Figure 1. Signal metal coverage by tile (run 1).
Bar = 20 um. The die is cut into 17 by 12 equal tiles; dark blue is low, red is high, scaled to the fullest tile. Values are wire area over tile area, all layers added.
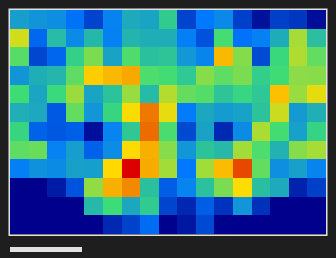
Figure 2. The metal 3 layer (run 1).
Bar = 20 um.
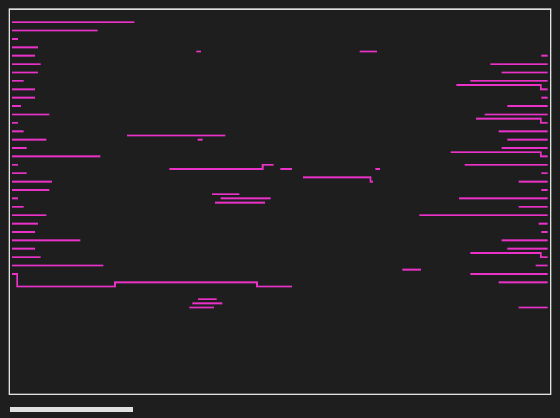
Figure 3. Met1 routing (run 1).
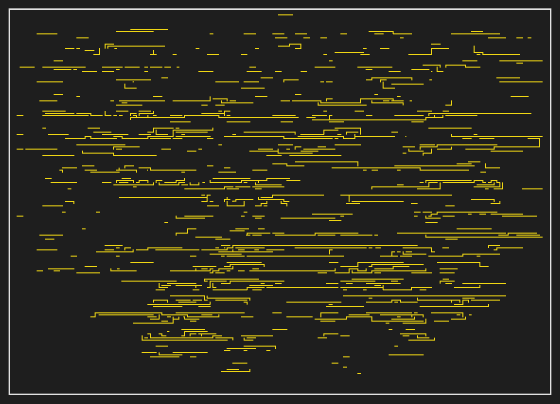
Figure 4. Cell classes on the final placement (run 1).
Fill, decap, tap and diode cells in gray.
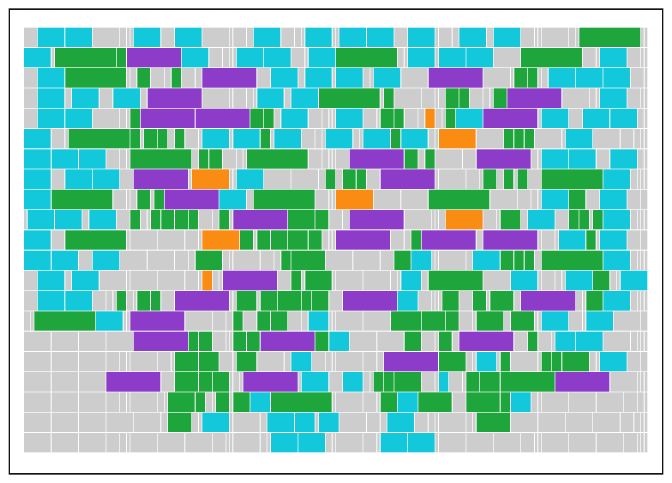
<file path="config.mk">
export PLATFORM = sky130hd
export DESIGN_NAME = fifo_wr_arbiter
export DESIGN_NICKNAME = d
export VERILOG_FILES = /design/src/rtl/fifo_wr_arbiter_pkg.sv /design/src/rtl/fifo_wr_arbiter_rr_pick.sv /design/src/rtl/fifo_wr_arbiter.sv
export SDC_FILE = /design/constraint.sdc
export NUM_CORES = 1
export LEC_CHECK = 0
export CAP_MARGIN = 15
export CORE_ASPECT_RATIO = 0.7
export CORE_MARGIN = 1.5
export CORE_UTILIZATION = 35
export CTS_CLUSTER_DIAMETER = 60
export CTS_CLUSTER_SIZE = 12
export DETAILED_ROUTE_END_ITERATION = 7
export PLACE_DENSITY_LB_ADDON = 0.3
export RECOVER_POWER = 50
export SYNTH_ARGS = -nofsm -noshare
export SYNTH_HDL_FRONTEND = slang
export SYNTH_SLANG_ARGS = --single-unit
</file>
<file path="constraint.sdc">
create_clock -name clk -period 2.4 [get_ports clk]
set_input_delay 0.24 -clock clk [delete_from_list [all_inputs] [get_ports clk]]
set_output_delay 0.24 -clock clk [all_outputs]
set_load 0.02 [all_outputs]
</file>
<file path="src/rtl/fifo_wr_arbiter_pkg.sv">
// Shared constants and types for the FIFO write-port arbiter.
//   FIFO_WIDTH / FIFO_DEPTH : FIFO data width and capacity in words
//   NUM_REQ / MAX_BURST     : default requester count and burst length
//   arb_state_e             : arbiter FSM state encoding
package fifo_wr_arbiter_pkg;

  localparam int unsigned FIFO_WIDTH = 16;
  localparam int unsigned FIFO_DEPTH = 8;
  localparam int unsigned NUM_REQ    = 4;
  localparam int unsigned MAX_BURST  = 4;

  typedef enum logic {
    ARB_IDLE  = 1'b0,
    ARB_BURST = 1'b1
  } arb_state_e;

endpackage

</file>
<file path="src/rtl/fifo_wr_arbiter_rr_pick.sv">
// Combinational round-robin picker.
//   req_i        : request vector
//   last_owner_i : index granted most recently; scanning starts just above it
//   idx_o        : first requesting index found, wrapping at NUM_REQ
//   valid_o      : at least one request is set
module fifo_wr_arbiter_rr_pick #(
  parameter  int unsigned NUM_REQ = 4,
  localparam int unsigned IDX_W   = $clog2(NUM_REQ)
) (
  input  logic [NUM_REQ-1:0] req_i,
  input  logic [IDX_W-1:0]   last_owner_i,
  output logic [IDX_W-1:0]   idx_o,
  output logic               valid_o
);

  // Scan last_owner+1 .. last_owner+NUM_REQ (mod NUM_REQ); first hit wins.
  always_comb begin
    int unsigned j;
    logic [IDX_W-1:0] cand;
    idx_o   = '0;
    valid_o = 1'b0;
    j       = 0;
    cand    = '0;
    for (int unsigned k = 1; k <= NUM_REQ; k++) begin
      j = 32'(last_owner_i) + k;
      if (j >= NUM_REQ) begin
        j = j - NUM_REQ;
      end
      cand = IDX_W'(j);
      if (!valid_o && req_i[cand]) begin
        idx_o   = cand;
        valid_o = 1'b1;
      end
    end
  end

endmodule

</file>
<file path="src/rtl/fifo_wr_arbiter.sv">
// Round-robin arbiter sharing one FIFO write port between NUM_REQ producers.
// Bursts of up to MAX_BURST words per grant; a credit counter mirrors FIFO
// free space so no write is issued while the FIFO has no room.
//   clk, rst                : clock, synchronous active-high reset
//   req, req_data           : per-requester word-available and packed data
//   gnt                     : one-hot grant (combinational from registers)
//   wr_en, data_in          : registered FIFO write port
//   fifo_rd_en, fifo_empty  : FIFO read side, used to return credits
//   fifo_overflow           : FIFO overflow flag, folded into err
//   credit                  : free FIFO slots as tracked here
//   busy                    : arbiter is in a burst
//   err                     : sticky error (overflow or credit saturation)
module fifo_wr_arbiter #(
  parameter  int unsigned NUM_REQ    = fifo_wr_arbiter_pkg::NUM_REQ,
  parameter  int unsigned MAX_BURST  = fifo_wr_arbiter_pkg::MAX_BURST,
  parameter  int unsigned FIFO_WIDTH = fifo_wr_arbiter_pkg::FIFO_WIDTH,
  parameter  int unsigned FIFO_DEPTH = fifo_wr_arbiter_pkg::FIFO_DEPTH,
  localparam int unsigned CW         = $clog2(FIFO_DEPTH + 1)
) (
  input  logic                          clk,
  input  logic                          rst,
  input  logic [NUM_REQ-1:0]            req,
  input  logic [NUM_REQ*FIFO_WIDTH-1:0] req_data,
  output logic [NUM_REQ-1:0]            gnt,
  output logic                          wr_en,
  output logic [FIFO_WIDTH-1:0]         data_in,
  input  logic                          fifo_rd_en,
  input  logic                          fifo_empty,
  input  logic                          fifo_overflow,
  output logic [CW-1:0]                 credit,
  output logic                          busy,
  output logic                          err
);

  import fifo_wr_arbiter_pkg::*;

  localparam int unsigned IDX_W = $clog2(NUM_REQ);
  localparam int unsigned BW    = $clog2(MAX_BURST + 1);

  localparam logic [CW-1:0]    DEPTH_C   = CW'(FIFO_DEPTH);
  localparam logic [BW-1:0]    LAST_BEAT = BW'(MAX_BURST - 1);
  localparam logic [IDX_W-1:0] LAST_IDX  = IDX_W'(NUM_REQ - 1);

  arb_state_e              state_q, state_d;
  logic [IDX_W-1:0]        owner_q, owner_d;
  logic [IDX_W-1:0]        last_owner_q, last_owner_d;
  logic [BW-1:0]           burst_cnt_q, burst_cnt_d;
  logic [CW-1:0]           credit_q, credit_d;
  logic                    wr_en_q, wr_en_d;
  logic [FIFO_WIDTH-1:0]   data_q, data_d;
  logic                    err_q, err_d;

  logic [FIFO_WIDTH-1:0]   req_word [NUM_REQ];
  logic [IDX_W-1:0]        pick_idx;
  logic                    pick_valid;
  logic                    credit_ok;
  logic                    accept;
  logic                    rd_done;
  logic                    saturate;

  // Unpack requester data slices.
  for (genvar g = 0; g < NUM_REQ; g++) begin : g_unpack
    assign req_word[g] = req_data[g*FIFO_WIDTH +: FIFO_WIDTH];
  end

  fifo_wr_arbiter_rr_pick #(
    .NUM_REQ (NUM_REQ)
  ) u_rr_pick (
    .req_i        (req),
    .last_owner_i (last_owner_q),
    .idx_o        (pick_idx),
    .valid_o      (pick_valid)
  );

  assign credit_ok = (credit_q != '0);
  assign gnt       = (state_q == ARB_BURST && credit_ok) ? (NUM_REQ'(1) << owner_q) : '0;
  assign accept    = req[owner_q] & gnt[owner_q];
  assign rd_done   = fifo_rd_en & ~fifo_empty;

  // Next-state, credit and write-path logic.
  always_comb begin
    state_d      = state_q;
    owner_d      = owner_q;
    last_owner_d = last_owner_q;
    burst_cnt_d  = burst_cnt_q;
    credit_d     = credit_q;
    saturate     = 1'b0;
    wr_en_d      = accept;
    data_d       = accept ? req_word[owner_q] : data_q;

    case (state_q)
      ARB_IDLE: begin
        if (pick_valid && credit_ok) begin
          state_d      = ARB_BURST;
          owner_d      = pick_idx;
          last_owner_d = pick_idx;
          burst_cnt_d  = '0;
        end
      end
      ARB_BURST: begin
        // A credit stall leaves accept low with req high: state and count hold.
        if (accept) begin
          if (burst_cnt_q == LAST_BEAT) begin
            state_d     = ARB_IDLE;
            burst_cnt_d = '0;
          end else begin
            burst_cnt_d = burst_cnt_q + BW'(1);
          end
        end else if (!req[owner_q]) begin
          state_d     = ARB_IDLE;
          burst_cnt_d = '0;
        end
      end
      default: state_d = ARB_IDLE;
    endcase

    // Simultaneous accept and read leave the credit unchanged.
    case ({accept, rd_done})
      2'b10: credit_d = credit_q - CW'(1);
      2'b01: begin
        if (credit_q == DEPTH_C) begin
          saturate = 1'b1;
        end else begin
          credit_d = credit_q + CW'(1);
        end
      end
      default: credit_d = credit_q;
    endcase

    err_d = err_q | fifo_overflow | saturate;
  end

  // State registers.
  always_ff @(posedge clk) begin
    if (rst) begin
      state_q      <= ARB_IDLE;
      owner_q      <= '0;
      last_owner_q <= LAST_IDX;
      burst_cnt_q  <= '0;
      credit_q     <= DEPTH_C;
      wr_en_q      <= 1'b0;
      data_q       <= '0;
      err_q        <= 1'b0;
    end else begin
      state_q      <= state_d;
      owner_q      <= owner_d;
      last_owner_q <= last_owner_d;
      burst_cnt_q  <= burst_cnt_d;
      credit_q     <= credit_d;
      wr_en_q      <= wr_en_d;
      data_q       <= data_d;
      err_q        <= err_d;
    end
  end

  assign wr_en   = wr_en_q;
  assign data_in = data_q;
  assign credit  = credit_q;
  assign busy    = (state_q == ARB_BURST);
  assign err     = err_q;

endmodule

</file>
==> run summary, run 1 <==
State of the implementation.

- For this run, the post-layout net count is about 370.
- The worst-case hold slack is approximately 0.45 ns, for reference.
- STA classifies the critical path endpoint as an output port.
- The aggregate global-route resource usage is 0.196, for reference.
- The fill cell instance count of the final layout is 409, for reference.
- The power report attributes to the combinational group a share of 0.526.
- Yosys stat counts roughly 180 cells in the synthesized netlist.
- The total iterations of the first detailed-routing run is 4, for reference.
- The H-tree depth reported by CTS is 2, for reference.
- The type of the worst min-delay path is flip-flop to flip-flop, for reference.
- Counting every net in the synthesized netlist gives between 200 and 300.
- The sequential cells in the finished layout cover a total of between 600 and 700 um^2.
- Counting the warning lines in the Yosys log gives 0.
- The internal power contribution is 1.40 mW, for reference.
- In the final report, the number of pins over their slew limit comes to 0.
- The maximum number of pins on one net before global-route repair is 27, for reference.
- The global-route wire length before repair is between 8000 and 9000 um, for reference.
- The script computed the net switching share of total power as 0.363.
- The TritonCTS clock tree is built, for reference.
- The startpoint type of the worst setup path is a flip-flop, for reference.
- The transition time at the pin with the least slew margin is between 0.9 and 1 ns, for reference.
- The total number of warnings across the stage logs is 26, for reference.
- The maximum vdd ir drop is between 0.0003 and 0.0004 V, for reference.
- The clock network fraction of design power is 0.168, for reference.
- Yosys attributes the largest share of cell area to sky130_fd_sc_hd__dfxtp_1 (34%), sky130_fd_sc_hd__mux4_2 (22%), sky130_fd_sc_hd__nand2_1 (8.2%), sky130_fd_sc_hd__a21oi_1 (6.3%), sky130_fd_sc_hd__mux2i_1 (2.3%).
- The final antenna diode count is 0, for reference.
- The required time at the worst endpoint is listed as roughly 2.2 ns.
- The number of distinct library cell variants in the gate-level netlist after synthesis is around 40, for reference.
- The flow ran to the end, and the final reports show no timing, DRC or antenna violations.
## Picture notes: Figure 1
tiles over half the peak: 30%
fullest tile: 0.41
emptiest ninth of the die: bottom left
nearly empty tiles: 10%
mean over tiles: 0.16
routed wire length: 5110 um
final routed wire length divided by cell count: 14.2 um

## Picture notes: Figure 2
main direction: horizontal
share of all routed wire: 9.9%
GR Util met3: 0.0665
number of vias in the routed layout: 1,817

## Picture notes: Figure 3
main direction: horizontal
longest straight run: 29.9 um
share of all routed wire: 40%
nets with wire on the layer: 313
M1 GR Usage: 0.246

## Picture notes: Figure 4
legend:
  green:
    class: all other logic
    cells: 139
  orange:
    class: clock drivers and dummy loads
    cells: 7
  purple:
    class: flip-flops
    cells: 30
  cyan:
    class: other buffers and delay cells
    cells: 114
floorplan core area: 4780 um^2
Layout Cell Area excl Fill: 2960 um^2
sequential portion of the cell area: 0.203
# rows: 21
final core utilization: 0.619

-- run 1: metrics by stage --
step	setup WS [ns]	TNS, ns	cells
3_3_place_gp	-0.00722	-0.00722	352
2_1_floorplan	0.00633	0	181
6_report	0.220	0	359
5_1_grt	0.0761	0	359
3_5_place_dp	-0.0566	-0.0566	352
4_1_cts	0.198	0	359
-- run 1: critical path: stages (launching register included) --
cell and delay (ns):
sky130_fd_sc_hd__dfxtp_1 0.35, sky130_fd_sc_hd__o41a_1 0.45, sky130_fd_sc_hd__buf_4 0.17, sky130_fd_sc_hd__and3_1 0.17, sky130_fd_sc_hd__clkdlybuf4s50_1 0.53
-- run 1: final cells by class --
type                       count  area share
sequential                    30       0.203
multi-input combinational    136       0.366
clock buffer                   7      0.0258
tap                           69      0.0292
inverter                       3     0.00381
timing repair buffer         114       0.372
-- run 1: power by group through the flow --
stage	logic [mW]	clock network, mW	registers [mW]
global placement	1.17	0	0.680
floorplan	0.617	0	0.783
finish	1.16	0.368	0.671
detailed placement	1.20	0	0.683
global route	1.26	0.401	0.684
CTS	1.20	0.376	0.673
-- run 1: cells in the final DEF, fill, tap and decap left out, drive strengths merged, types with 2 or more instances in the layout --
master,count
mux2i,4
nand2,38
mux4,17
nand2b,2
o211ai,2
a21oi,22
nor4,2
dfxtp,30
nor3b,2
nand3,2
inv,3
clkdlybuf4s50,76
nor3,3
clkbuf,8
o311a,2
nor2,9
ha,3
o21ai,4
dlygate4sd3,23
nor2b,3
and3,3
buf,14
-- run 1: state kept, by name, summed over array words and instances, names as in the netlist --
| name | cells |
|---|---|
| last_owner_q | 2 |
| err | 1 |
| burst_cnt_q | 3 |
| owner_q | 2 |
| wr_en | 1 |
| data_in | 16 |
| busy | 1 |
| credit | 4 |
-- run 1: routing by layer --
layer	routed length, um	part of all wire
met1	2040	0.40
met2	2520	0.49
met3	504	0.099
met4	52	0.010
met5	0	0
-- run 1: worst paths after layout --
check	startpoint	endpoint	slack, ns	cells past startpoint
worst min register to register	data_in[4]	data_in[4]	0.45	2
worst max register to register	owner_q[0]	credit[3]	0.25	8
worst max-delay path	credit[3]	gnt[3]	0.22	4
worst min-delay path	data_in[4]	data_in[4]	0.45	2
-- run 1: logic make-up (layout without fill, tap and decap cells) --
kind of cell	Yosys count	after routing	share of synthesized area
AND-OR/OR-AND	40	40	0.152
XOR/XNOR	1	1	0.00501
adder cells (fa/ha/maj)	4	4	0.0329
buffers and inverters	15	124	0.0372
flip-flops	30	30	0.343
multiplexers	21	21	0.242
AND/OR/NAND/NOR	70	70	0.187
--- run 2 (diff from run 1) ---
- CTS_CLUSTER_DIAMETER: 60 -> 40
Figure 5. The metal 3 layer (run 2).
Bar = 20 um.
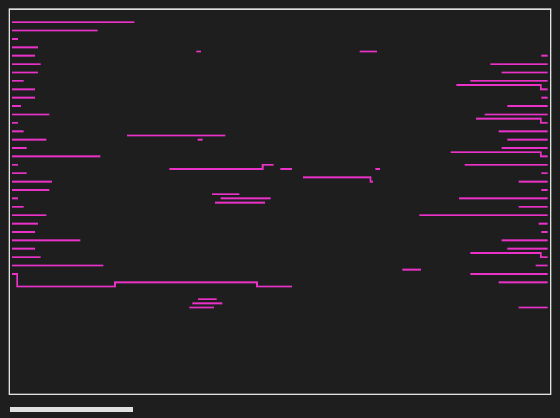
main direction: horizontal
wire length on this layer: 504 um

Figure 6. Met1 routing (run 2).
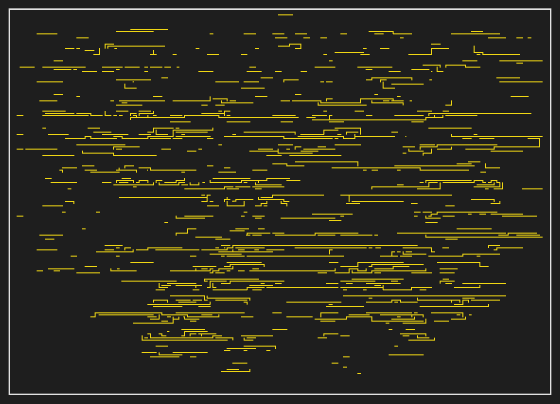
share of all routed wire: 40%
nets with wire on the layer: 313
longest straight run: 29.9 um
main direction: horizontal
wire length on this layer: 2,040 um

==> run 2 against run 1 <==
Global-route usage unchanged. Sequential cell count is the same. Clock skew unchanged. Register-to-register slack about the same. Final area unchanged. Largest power group unchanged. Synthesized area unchanged. Die area unchanged. Setup slack did not move. First-iteration DRC count unchanged. Highest routed layer unchanged. Clock power about the same. Core utilization is the same.
==> run summary, run 2 <==
State of the implementation.

- The run finished with clean final reports.
- The layout net count is ~370, for reference.
- The number of flops mapped to enable cells by yosys is 0, for reference.
- The most common cell after layout, fill and taps aside is sky130_fd_sc_hd__clkdlybuf4s50_1, for reference.
- For this configuration, the core starts out at a cell density of 0.366.
- Before CTS, the worst setup slack after placement is -0.0566 ns.
- Of the post-synthesis cell area, the dominant cell type holds 0.343.
- The final worst-path setup slack is between 0.2 and 0.25 ns, for reference.
- Looking at the max-slew report, the worst-margin pin has a slew of roughly 0.95 ns.
- The number of cells on the worst reg-to-reg path is 8, for reference.
- Relative to the synthesized area, the layout overhead comes to 69.1%.
- The setup slack of the worst register-to-register path is 0.25 ns, for reference.
- The clock-pin slew on the worst setup and hold paths is approximately 0.060 ns, for reference.
- The internal power contribution is approximately 1.4 mW, for reference.
- The global-route wire length before repair is between 8000 and 9000 um, for reference.
- The start point of the worst min-delay path is data_in[4], for reference.
- The OpenROAD report gives the critical path a data arrival time of about 1.9 ns.
- The buffer levels on the longest clock path is 2, for reference.
- Measured on the finished design, the core utilization comes to 0.619.
- In the post-route report, total wirelength is listed as roughly 5100 um.
- The share of total power dissipated in combinational logic is 0.526.
- Ranked by total cell area, the synthesized netlist is headed by sky130_fd_sc_hd__dfxtp_1 (34%), sky130_fd_sc_hd__mux4_2 (22%), sky130_fd_sc_hd__nand2_1 (8.2%), sky130_fd_sc_hd__a21oi_1 (6.3%), sky130_fd_sc_hd__mux2i_1 (2.3%).
- The final-report max-slew violation count is 0, for reference.
- The maximum vdd ir drop is about 0.00033 V, for reference.
- The startpoint of the lowest-slack register-to-register path is owner_q[0], for reference.
- CTS built an H-tree with a depth of 2.
- Across every metal layer, demand over resource in global routing totals 0.196.
- Counting every net in the synthesized netlist gives ~260.
- The required time of the worst setup path is 2.16 ns, for reference.
- The number of cells on the worst hold path is listed as 2.
- For this run, the script counts the antenna cells in the layout as 0.
- The TritonCTS clock tree is built, for reference.
- The flip-flop count of the largest register after layout is 16, for reference.
- The type of the worst min-delay path is flip-flop to flip-flop, for reference.
- Per the cell usage report, the commonest logic cells after layout are sky130_fd_sc_hd__clkdlybuf4s50_1 (76), sky130_fd_sc_hd__nand2_1 (38), sky130_fd_sc_hd__dfxtp_1 (30).
- The number of distinct library cell variants in the gate-level netlist after synthesis is about 41, for reference.
- The number of warnings reported in the stage logs is 26.
- The maximum number of pins on one net before global-route repair is 27, for reference.
- CTS saw 30 sinks.
- The capture point of the worst reg-to-reg path is credit[3], for reference.
- The synthesized netlist was found by Yosys to have approximately 180 cells.
- The count of nets left with antenna violations after detail routing is 0, for reference.
- The Yosys warning count is 0, for reference.
- The floorplan has 21 rows.
- Looking at the hold checks, the worst path lands on data_in[4].
- The placeable core area is around 4800 um^2, for reference.
- The script computed the net switching share of total power as 0.363.
- The type of element capturing the critical path is an output port, for reference.
- The clock network fraction of design power is 0.168, for reference.
- For this sky-water flow run, the detailed-routed wirelength per cell is reported as ~14 um.
run 2: cell counts in the layout (fill, tap and decap cells not counted):
Identical to the previous run, type by type.
run 2: worst max path at each step:
stage,slack [ns],end,start,cells after the start
5_1_grt,0.08,credit[3],req[3],9
3_5_place_dp,-0.06,credit[3],req[3],9
3_3_place_gp,-0.007,credit[3],req[3],9
2_1_floorplan,0.006,credit[3],owner_q[0],9
4_1_cts,0.20,gnt[3],credit[3],4
6_report,0.22,gnt[3],credit[3],4
run 2: power groups by stage:
stage,Combinational (mW),Sequential (mW),Clock [mW]
4_1_cts,1.20,0.673,0.376
3_3_place_gp,1.17,0.680,0
2_1_floorplan,0.617,0.783,0
6_report,1.16,0.671,0.368
5_1_grt,1.26,0.684,0.401
3_5_place_dp,1.20,0.683,0
run 2: critical path, stage by stage, from the launching register on:
cell and delay (ns):
sky130_fd_sc_hd__dfxtp_1 0.35, sky130_fd_sc_hd__o41a_1 0.45, sky130_fd_sc_hd__buf_4 0.17, sky130_fd_sc_hd__and3_1 0.17, sky130_fd_sc_hd__clkdlybuf4s50_1 0.53
run 2: area by class of cell:
cell class	count	area, um^2
tap	69	86.3
timing repair buffer	114	1100
sequential	30	601
multi-input combinational	136	1080
inverter	3	11.3
clock buffer	7	76.3
fill	409	1820
run 2: layer usage:
metal,share of wire,GRT usage,vias up
met1,0.40,0.246,842
met3,0.099,0.0665,6
met4,0.010,0.0496,0
met5,0,0,-
li1,-,-,884
met2,0.49,0.322,85
run 2: logic make-up (layout without fill, tap and decap cells):
family | after synthesis | count (layout) | share of synthesized area
and+or+nand+nor | 70 | 70 | 0.187
AOI/OAI and AO/OA | 40 | 40 | 0.152
DFF | 30 | 30 | 0.343
muxes | 21 | 21 | 0.242
buffers and inverters | 15 | 124 | 0.0372
adders and majority gates | 4 | 4 | 0.0329
xor gates and xnor gates | 1 | 1 | 0.00501
run 2: metrics by stage:
step           std cells  cell area (um^2)  hold WS [ns]  setup TNS, ns
2_1_floorplan        181              1750         0.360              0
3_3_place_gp         352              2890         0.442       -0.00722
3_5_place_dp         352              2890         0.446        -0.0566
4_1_cts              359              2960         0.454              0
5_1_grt              359              2960         0.478              0
6_report             359              2960         0.450              0
Figure 7. Cell classes on the final placement (run 2).
Fill, decap, tap and diode cells in gray.
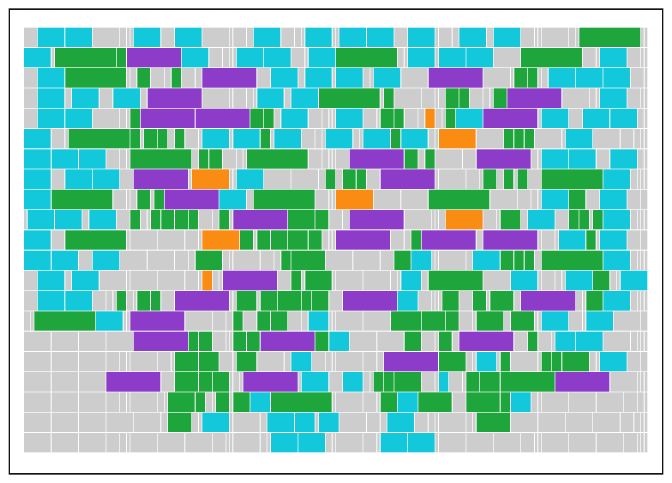

--- run 3 (diff from run 2) ---
--- a/constraint.sdc
+++ b/constraint.sdc
@@ -3,2 +3,2 @@
 set_output_delay 0.24 -clock clk [all_outputs]
-set_load 0.02 [all_outputs]
+set_load 0.1 [all_outputs]
Figure 8. Cell classes on the final placement (run 3).
Fill, decap, tap and diode cells in gray.
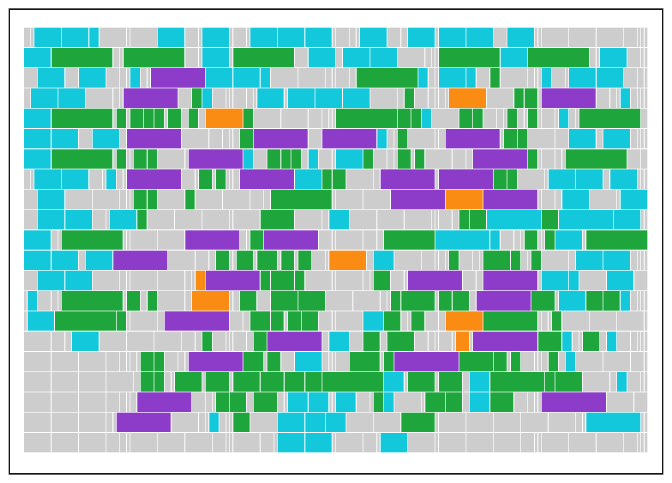
legend:
  orange:
    class: clock drivers and dummy loads
    cells: 8
  purple:
    class: flip-flops
    cells: 30
  green:
    class: all other logic
    cells: 139
  cyan:
    class: other buffers and delay cells
    cells: 112
Layout Cell Area excl Fill: 2890 um^2
sequential portion of the cell area: 0.213

Figure 9. The metal 3 layer (run 3).
Bar = 20 um.
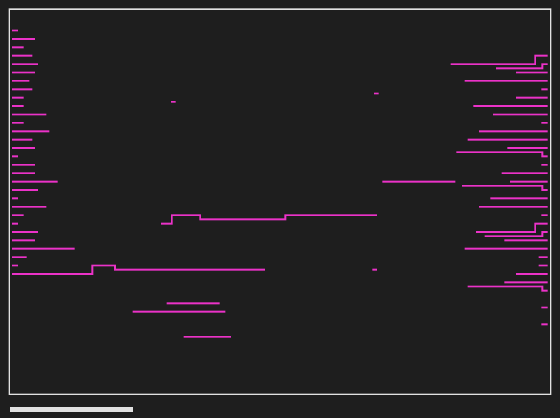
nets with wire on the layer: 66
longest straight run: 24.1 um
share of all routed wire: 8.9%
main direction: horizontal
wire length on this layer: 448 um
routed wire length: 5060 um
GR Util met3: 0.0612
number of vias in the routed layout: 1,797

==> run 3 against run 2 <==
Register-to-register slack barely moved. Combinational power increased by 41%. Sequential cell count stayed put. Synthesized area unchanged. Largest power group unchanged. Largest cell class is now logic gates. Final area decreased by 2.2%. Clock skew hardly changed. Global-route usage is 0.52 points lower. Critical endpoint is now credit[3]. Critical path type is now flip-flop to flip-flop. Setup slack better by 0.018 ns. Core utilization shrank 1.4 points. Clock power grew 11%.
==> run summary, run 3 <==
State of the implementation.

- The run finished with clean final reports.
- The clock-pin slew on the worst setup and hold paths is 0.06 ns, for reference.
- The clock net sink count is 30, for reference.
- For the worst setup path, the data arrival time is approximately 2.4 ns.
- In this run, distinct cell masters in the synthesized netlist total between 40 and 50.
- The number of nets at floorplan is between 200 and 300, for reference.
- The internal power contribution is approximately 1.4 mW, for reference.
- The synthesized design contains 0 enable-type register cells.
- The first TritonRoute pass finished after 6 iterations.
- The met1 usage is 0.252, for reference.
- The routed length per placed instance is 14.1 um, for reference.
- Of the total power, the clock network draws 0.149.
- In the post-route analysis, the smallest setup slack over all paths is between 0.2 and 0.25 ns.
- Per the OpenROAD floorplan log, the area of the core is between 4000 and 5000 um^2.
- The layout net count is 365, for reference.
- TritonCTS built the clock tree.
- Yosys attributes the largest share of cell area to sky130_fd_sc_hd__dfxtp_1 (34%), sky130_fd_sc_hd__mux4_2 (22%), sky130_fd_sc_hd__nand2_1 (8.2%), sky130_fd_sc_hd__a21oi_1 (6.3%), sky130_fd_sc_hd__mux2i_1 (2.3%).
- The switching portion of total power comes to 0.491.
- The stage logs contain a warning count of 26.
- After synthesis, the design contains approximately 180 cells according to Yosys.
- The type of the worst min-delay path is flip-flop to flip-flop, for reference.
- Counting along the longest clock path gives a buffer depth of 2.
- The maximum vdd ir drop is 0.000405 V, for reference.
- The combinational gate area is around 1100 um^2, for reference.
- The register area is 616 um^2, for reference.
- The transition time recorded at the tightest slew-check pin is 1.22 ns.
- The fill cell instance count of the final layout is approximately 420, for reference.
- The growth of design area from synthesis to finish is 65.3%, for reference.
- The required time of the worst setup path is roughly 2.6 ns, for reference.
- Per STA, the worst path is made up of mux4_2, nand2_1, nand2_2, ha_1, a21o_1, a21oi_2, mux2i_1, mux2i_1.
- The share of synthesized area in the top cell type comes to 0.343.
- The H-tree depth reported by CTS is 2, for reference.
- The aggregate global-route resource usage is 0.191, for reference.
- The count of nets left with antenna violations after detail routing is 0, for reference.
- Of the total power, combinational logic draws 0.593.
- The script reports the combined buffer and inverter count of the critical path as 0.
- The number of placement rows is 21, for reference.
- The delay of the slowest cell on the worst path is about 0.52 ns, for reference.
- The cell class contributing the biggest share of worst-path delay is multiplexers, for reference.
- The library cell used most frequently in the layout, excluding fill and tap cells, is sky130_fd_sc_hd__clkdlybuf4s50_1.
- The final-report max-slew violation count is 0, for reference.
- The startpoint type of the worst setup path is a flip-flop, for reference.
- The timing report shows the most common cell along the critical path to be sky130_fd_sc_hd__mux2i_1.
- Entering global routing, the biggest net connects 22 pins.
[run 3: cell counts after synthesis]
No cell type changed its count.
[run 3: final cells by class]
cell class | count | area share
clock buffers | 7 | 0.0299
repair buffers | 112 | 0.339
well taps | 69 | 0.0299
flip-flops and latches | 30 | 0.213
multi-input cells | 136 | 0.383
clock inverters | 1 | 0.00173
inverters | 3 | 0.00389
[run 3: kinds of logic after synthesis]
| family | synth area share |
|---|---|
| XOR/XNOR | 0.00501 |
| AND/OR/NAND/NOR | 0.187 |
| adder cells (fa/ha/maj) | 0.0329 |
| multiplexers | 0.242 |
| buffers and inverters | 0.0372 |
| AND-OR/OR-AND | 0.152 |
| flip-flops | 0.343 |
[run 3: power by group through the flow]
stage                     registers [mW]  logic (mW)  clock network [mW]
after global placement             0.722        1.69                   0
after floorplan                     1.26       0.714                   0
after detailed placement           0.725        1.70                   0
final                              0.709        1.63               0.409
after global routing               0.724        1.73               0.442
after CTS                          0.715        1.70               0.426
[run 3: path summary, 6_finish.rpt]
kind	cells after the start	from	endpoint	slack, ns
worst max-delay path	8	owner_q[0]	credit[3]	0.24
worst min-delay path	2	data_in[0]	data_in[0]	0.46
worst max register to register	8	owner_q[0]	credit[3]	0.24
worst min register to register	2	data_in[0]	data_in[0]	0.46
[run 3: worst register-to-register path, stage by stage (launching register included)]
cell and delay (ns):
sky130_fd_sc_hd__dfxtp_1 0.37, sky130_fd_sc_hd__mux4_2 0.52, sky130_fd_sc_hd__nand2_1 0.11, sky130_fd_sc_hd__nand2_2 0.06, sky130_fd_sc_hd__ha_1 0.28, sky130_fd_sc_hd__a21o_1 0.19, sky130_fd_sc_hd__a21oi_2 0.14, sky130_fd_sc_hd__mux2i_1 0.23
sky130_fd_sc_hd__mux2i_1 0.19
[run 3: stage by stage]
stage | instance area, um^2 | cells | util
after floorplan | 1800 | 181 | -
after global routing | 2890 | 358 | 0.605
after global placement | 2890 | 350 | 0.605
after detailed placement | 2890 | 350 | 0.605
final | 2890 | 358 | 0.605
after CTS | 2990 | 358 | 0.624
[run 3: per-layer routing]
layer  routed length [um]  part of all wire  vias to the layer above
met5                    0                 0                        -
met4                   46            0.0091                        0
met3                  448             0.089                        5
met2                 2230              0.44                       74
met1                 2340              0.46                      840
li1                     -                 -                      878
No activity file was given, so power comes from the tool's default toggle rates.
